File: config.mk
export PLATFORM = sky130hd
export DESIGN_NAME = layer_sequencer
export DESIGN_NICKNAME = d
export VERILOG_FILES = /design/src/rtl/layer_sequencer_pkg.sv /design/src/rtl/layer_sequencer_watchdog.sv /design/src/rtl/layer_sequencer.sv
export SDC_FILE = /design/constraint.sdc
export NUM_CORES = 1
export LEC_CHECK = 0
export CAP_MARGIN = 40
export CORE_ASPECT_RATIO = 1.1
export CORE_MARGIN = 5
export CORE_UTILIZATION = 59
export CTS_BUF_LIST = sky130_fd_sc_hd__clkbuf_4 sky130_fd_sc_hd__clkbuf_8 sky130_fd_sc_hd__clkbuf_16
export DETAILED_ROUTE_END_ITERATION = 7
export PLACE_DENSITY = 0.83
export SYNTH_ARGS = -nofsm -noshare
export SYNTH_HDL_FRONTEND = slang
export SYNTH_SLANG_ARGS = --single-unit
export TNS_END_PERCENT = 50
File: constraint.sdc
create_clock -name clk -period 4.9 [get_ports clk]
set_clock_uncertainty 0.2 [all_clocks]
set_input_delay 0.98 -clock clk [delete_from_list [all_inputs] [get_ports clk]]
set_output_delay 0.98 -clock clk [all_outputs]
set_load 0.05 [all_outputs]
File: src/rtl/layer_sequencer_pkg.sv
// Shared stage encodings for the inference pipeline; clock_switch and the
// layer engines decode the same State values.
package layer_sequencer_pkg;

  localparam int STATE_DATAWIDTH = 4;

  typedef enum logic [STATE_DATAWIDTH-1:0] {
    RESET_STATE     = 4'd0,
    IDLE_STATE      = 4'd1,
    CONV1_1_STATE   = 4'd2,
    CONV1_2_STATE   = 4'd3,
    AVG_POOL1_STATE = 4'd4,
    CONV2_1_STATE   = 4'd5,
    CONV2_2_STATE   = 4'd6,
    AVG_POOL2_STATE = 4'd7,
    CONV3_1_STATE   = 4'd8,
    CONV3_2_STATE   = 4'd9,
    AVG_POOL3_STATE = 4'd10,
    FC_STATE        = 4'd11,
    JUDGE_STATE     = 4'd12
  } state_t;

  function automatic logic is_compute(state_t s);
    return (s >= CONV1_1_STATE) && (s <= FC_STATE);
  endfunction

  // Fixed network order; anything outside the compute chain falls back to IDLE.
  function automatic state_t next_layer(state_t s);
    case (s)
      CONV1_1_STATE:   return CONV1_2_STATE;
      CONV1_2_STATE:   return AVG_POOL1_STATE;
      AVG_POOL1_STATE: return CONV2_1_STATE;
      CONV2_1_STATE:   return CONV2_2_STATE;
      CONV2_2_STATE:   return AVG_POOL2_STATE;
      AVG_POOL2_STATE: return CONV3_1_STATE;
      CONV3_1_STATE:   return CONV3_2_STATE;
      CONV3_2_STATE:   return AVG_POOL3_STATE;
      AVG_POOL3_STATE: return FC_STATE;
      FC_STATE:        return JUDGE_STATE;
      default:         return IDLE_STATE;
    endcase
  endfunction

endpackage

File: src/rtl/layer_sequencer_watchdog.sv
// Per-layer cycle counter: cleared when a layer is entered, counts while a
// layer runs, and flags the last allowed cycle.
module layer_sequencer_watchdog #(
  parameter int TIMEOUT_CYCLES = 100000,
  parameter int CNT_W          = 17
) (
  input  logic clk,
  input  logic rst,
  input  logic clear,
  input  logic enable,
  output logic expire
);

  logic [CNT_W-1:0] cnt_q;

  always_ff @(posedge clk or posedge rst) begin
    if (rst) begin
      cnt_q <= '0;
    end else if (clear) begin
      cnt_q <= '0;
    end else if (enable) begin
      cnt_q <= cnt_q + 1'b1;
    end
  end

  assign expire = enable && (cnt_q == CNT_W'(TIMEOUT_CYCLES - 1));

endmodule

File: src/rtl/layer_sequencer.sv
// Frame-level controller: walks the layer chain with start/done handshakes,
// judges the FC score and keeps frame statistics.
module layer_sequencer
  import layer_sequencer_pkg::*;
#(
  parameter int                        SCORE_W        = 16,
  parameter logic signed [SCORE_W-1:0] THRESHOLD      = 16'sd0,
  parameter int                        TIMEOUT_CYCLES = 100000,
  parameter int                        CNT_W          = 17
) (
  input  logic                       clk,
  input  logic                       rst,
  input  logic                       start,
  input  logic                       abort,
  input  logic                       layer_done,
  input  logic signed [SCORE_W-1:0]  fc_score,
  output logic [STATE_DATAWIDTH-1:0] State,
  output logic                       layer_start,
  output logic                       busy,
  output logic                       frame_done,
  output logic                       human_detected,
  output logic                       err_timeout,
  output logic [15:0]                frame_cnt
);

  state_t                     state_q, next_state;
  logic                       layer_start_q, busy_q, frame_done_q;
  logic                       human_q, err_timeout_q;
  logic [15:0]                frame_cnt_q;
  logic signed [SCORE_W-1:0]  score_q;
  logic                       done_accept, timeout_hit, enter_compute, wd_expire;

  layer_sequencer_watchdog #(
    .TIMEOUT_CYCLES(TIMEOUT_CYCLES),
    .CNT_W         (CNT_W)
  ) u_watchdog (
    .clk   (clk),
    .rst   (rst),
    .clear (enter_compute),
    .enable(is_compute(state_q)),
    .expire(wd_expire)
  );

  always_ff @(posedge clk or posedge rst) begin
    if (rst) begin
      state_q <= RESET_STATE;
    end else begin
      state_q <= next_state;
    end
  end

  // done is masked on the layer_start cycle, so a stale pulse cannot skip a layer.
  always_comb begin
    next_state  = state_q;
    done_accept = 1'b0;
    timeout_hit = 1'b0;
    case (state_q)
      RESET_STATE: next_state = IDLE_STATE;
      IDLE_STATE:  if (start) next_state = CONV1_1_STATE;
      CONV1_1_STATE, CONV1_2_STATE, AVG_POOL1_STATE, CONV2_1_STATE,
      CONV2_2_STATE, AVG_POOL2_STATE, CONV3_1_STATE, CONV3_2_STATE,
      AVG_POOL3_STATE, FC_STATE: begin
        if (layer_done && !layer_start_q) begin
          done_accept = 1'b1;
          next_state  = next_layer(state_q);
        end else if (wd_expire) begin
          timeout_hit = 1'b1;
          next_state  = IDLE_STATE;
        end
      end
      JUDGE_STATE: next_state = IDLE_STATE;
      default:     next_state = IDLE_STATE;
    endcase
    if (abort && (state_q != RESET_STATE)) begin
      next_state  = IDLE_STATE;
      done_accept = 1'b0;
      timeout_hit = 1'b0;
    end
  end

  assign enter_compute = is_compute(next_state) && (next_state != state_q);

  // Result bookkeeping commits on the JUDGE cycle, after frame_done is visible.
  always_ff @(posedge clk or posedge rst) begin
    if (rst) begin
      layer_start_q <= 1'b0;
      busy_q        <= 1'b0;
      frame_done_q  <= 1'b0;
      human_q       <= 1'b0;
      err_timeout_q <= 1'b0;
      frame_cnt_q   <= '0;
      score_q       <= '0;
    end else begin
      layer_start_q <= enter_compute;
      busy_q        <= (next_state >= CONV1_1_STATE) && (next_state <= JUDGE_STATE);
      frame_done_q  <= (next_state == JUDGE_STATE);
      if ((state_q == FC_STATE) && done_accept) begin
        score_q <= fc_score;
      end
      if (state_q == JUDGE_STATE) begin
        human_q     <= (score_q > THRESHOLD);
        frame_cnt_q <= frame_cnt_q + 16'd1;
      end
      if (timeout_hit) begin
        err_timeout_q <= 1'b1;
      end else if ((state_q == IDLE_STATE) && (next_state == CONV1_1_STATE)) begin
        err_timeout_q <= 1'b0;
      end
    end
  end

  assign State          = state_q;
  assign layer_start    = layer_start_q;
  assign busy           = busy_q;
  assign frame_done     = frame_done_q;
  assign human_detected = human_q;
  assign err_timeout    = err_timeout_q;
  assign frame_cnt      = frame_cnt_q;

endmodule
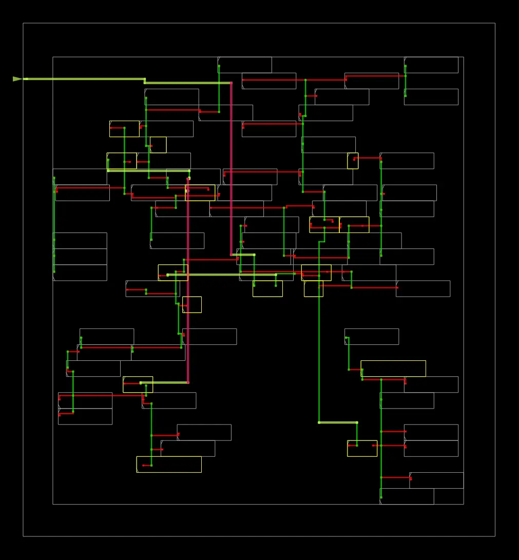
(clock nets)
Latency at later pin: 330 ps
CTS Buf Count: 9

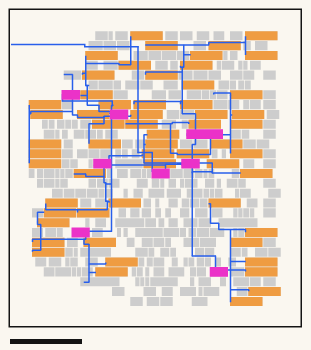
(clock distribution)
Bar = 20 um.
Key: flip-flops = orange [count 58]; cells driving clock nets = magenta [count 9]; clock wires = blue [length 715 um]
There are 10 routed clock nets.

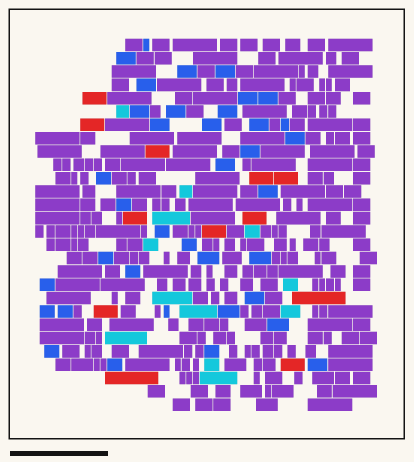
(drive-strength map)
Bar = 20 um.
Key: drive 2 = blue [cells 37]; drive 3 to 4 = cyan [cells 12]; drive 1 or less = purple [cells 282]; drive 6 and up = red [cells 12]

==> reports/metrics.cfg <==
[synthesis]
aoi_share = 0.1481
synth.most_common_cell = dfrtp_1
fp_nets = 322
async_flop_share = 1.000
largest_area_cell = dfrtp_1
edf_count = 0
ys_seq_frac = 0.4521
flop_cell = dfrtp_1
synth_flops = 58
synth.area.top_cells = dfrtp_1 (45%), mux2_2 (6.3%), xor2_1 (5.2%)
yosys-top-cells-count = dfrtp_1 (58), xor2_1 (19), mux2_2 (18), nor2_1 (18), nand2_1 (16)
yosys.area_share.adder = 0.02728
synth_cell_types = 62
top_area_frac = 0.4521
mux_area_frac = 0.07249
syn_area_um2 = 3211
ys_cells = 294
synthCells = 294
xor_area_frac = 0.08457

[route]
dr.pass1.iters = 4
wl_per_cell_um = 15.71
via_per_inst = 5.636
dr.first_iter.drc_count = 199
wirelength_um = 6568

[sta]
period_minus_slack_ps = 3335
finalSetupViolations = 0
worst_pin_slew_ps = 828.8
fmax_mhz = 299.9
finalMaxSlewViolations = 0
rsz0062_at_grt = no
setup_ws_ps = 1565
hold_viol = 0
hold_slack_ps = 271.0
setup-tns-final_ps = 0

[global_routing]
use_met3 = 0.05797
grt_pass1_vias = 2421
grt_usage = 0.2089
grt_overflow = 0
grt_pass1_wl_um = 11280
grt_use_met1 = 0.2535
grt_max_degree = 38
grt_antenna_before_repair = 0

[die]
die_h_um = 87.37
pin_count = 46
dieArea_um2 = 7018
core_area_um2 = 5325
fp_util = 0.6029
dieWidth_um = 80.34

[worst_setup_path]
crit_chain = clkdlybuf4s50_1
cp_max_fo = 26
path_buffers = 1
timing.rr.end = u_watchdog.cnt_q[11]
arrival_ps = 2150
critical_path_class = flop to output pin
cp_slowest_stage_delay_ps = 940
crit_cells = 1
endpoint_kind = output pin
r2r-start = State[2]
crit_end = State[3]
required_ps = 3720
critPathLaunch = State[3]
path_delay_family = buffers and inverters
critical-path-slowest-cell = clkdlybuf4s50_1

[finish]
layout.cells.non_filler = 418
final-seq-area_um2 = 1451
layout_top_cells = dfrtp_1 (58), clkdlybuf4s50_1 (45), xor2_1 (19)
fin_area_um2 = 3908
seq_share = 0.3714
n_fill_cell = 380
comb_area_frac = 0.4223
clock_cell_area_share = 0.05828
signal_buffers = 46
clock_buffers = 10
drive_above_1_share = 0.1778
n_antenna_cell = 0
lay_top_count = dfrtp_1
mi_logic_area_um2 = 1650

[clocking]
clockBufferDepth = 2
postCtsSetupBuffers = 0
cts_hold_buf = 0
cts-root-buf = clkbuf_8
cts_tree = done
clk_pin_slew_worst_paths_ps = 70
cts_num_sinks = 58
h-tree-depth = 3

[placed_design]
port_buffers = 45
placed_area_um2 = 3680
dp_slack_ps = 1285
dp_cells = 402
place_congestion = 0.8090

[hold_path]
min_from = frame_cnt[15]
worstHoldPathType = flop to flop

[power]
p_seq_frac = 0.334
internal_power_mw = 1.054
vdd_ir_drop_max_uv = 375.7
power_clock_uw = 493
p_leak_nw = 1.723
pwr-share-clk = 0.288
power.total_mw = 1.712
swShare = 0.3841

[flow_run]
warning_count = 30

[status]
status = finished clean

## flip-flops by register name, indices dropped and copies added (netlist names)
register / flops
u_watchdog.cnt_q: 17
frame_cnt: 16
score_q: 16
State: 4
busy: 1
err_timeout: 1
frame_done: 1
human_detected: 1
layer_start: 1
## metal layers
| metal | vias to the layer above | part of all wire |
|---|---|---|
| met5 | - | 0 |
| li1 | 1145 | - |
| met3 | 8 | 0.028 |
| met2 | 39 | 0.53 |
| met1 | 1164 | 0.43 |
| met4 | 0 | 0.012 |
Power figures rest on the tool's default switching activity, not on a simulated workload.
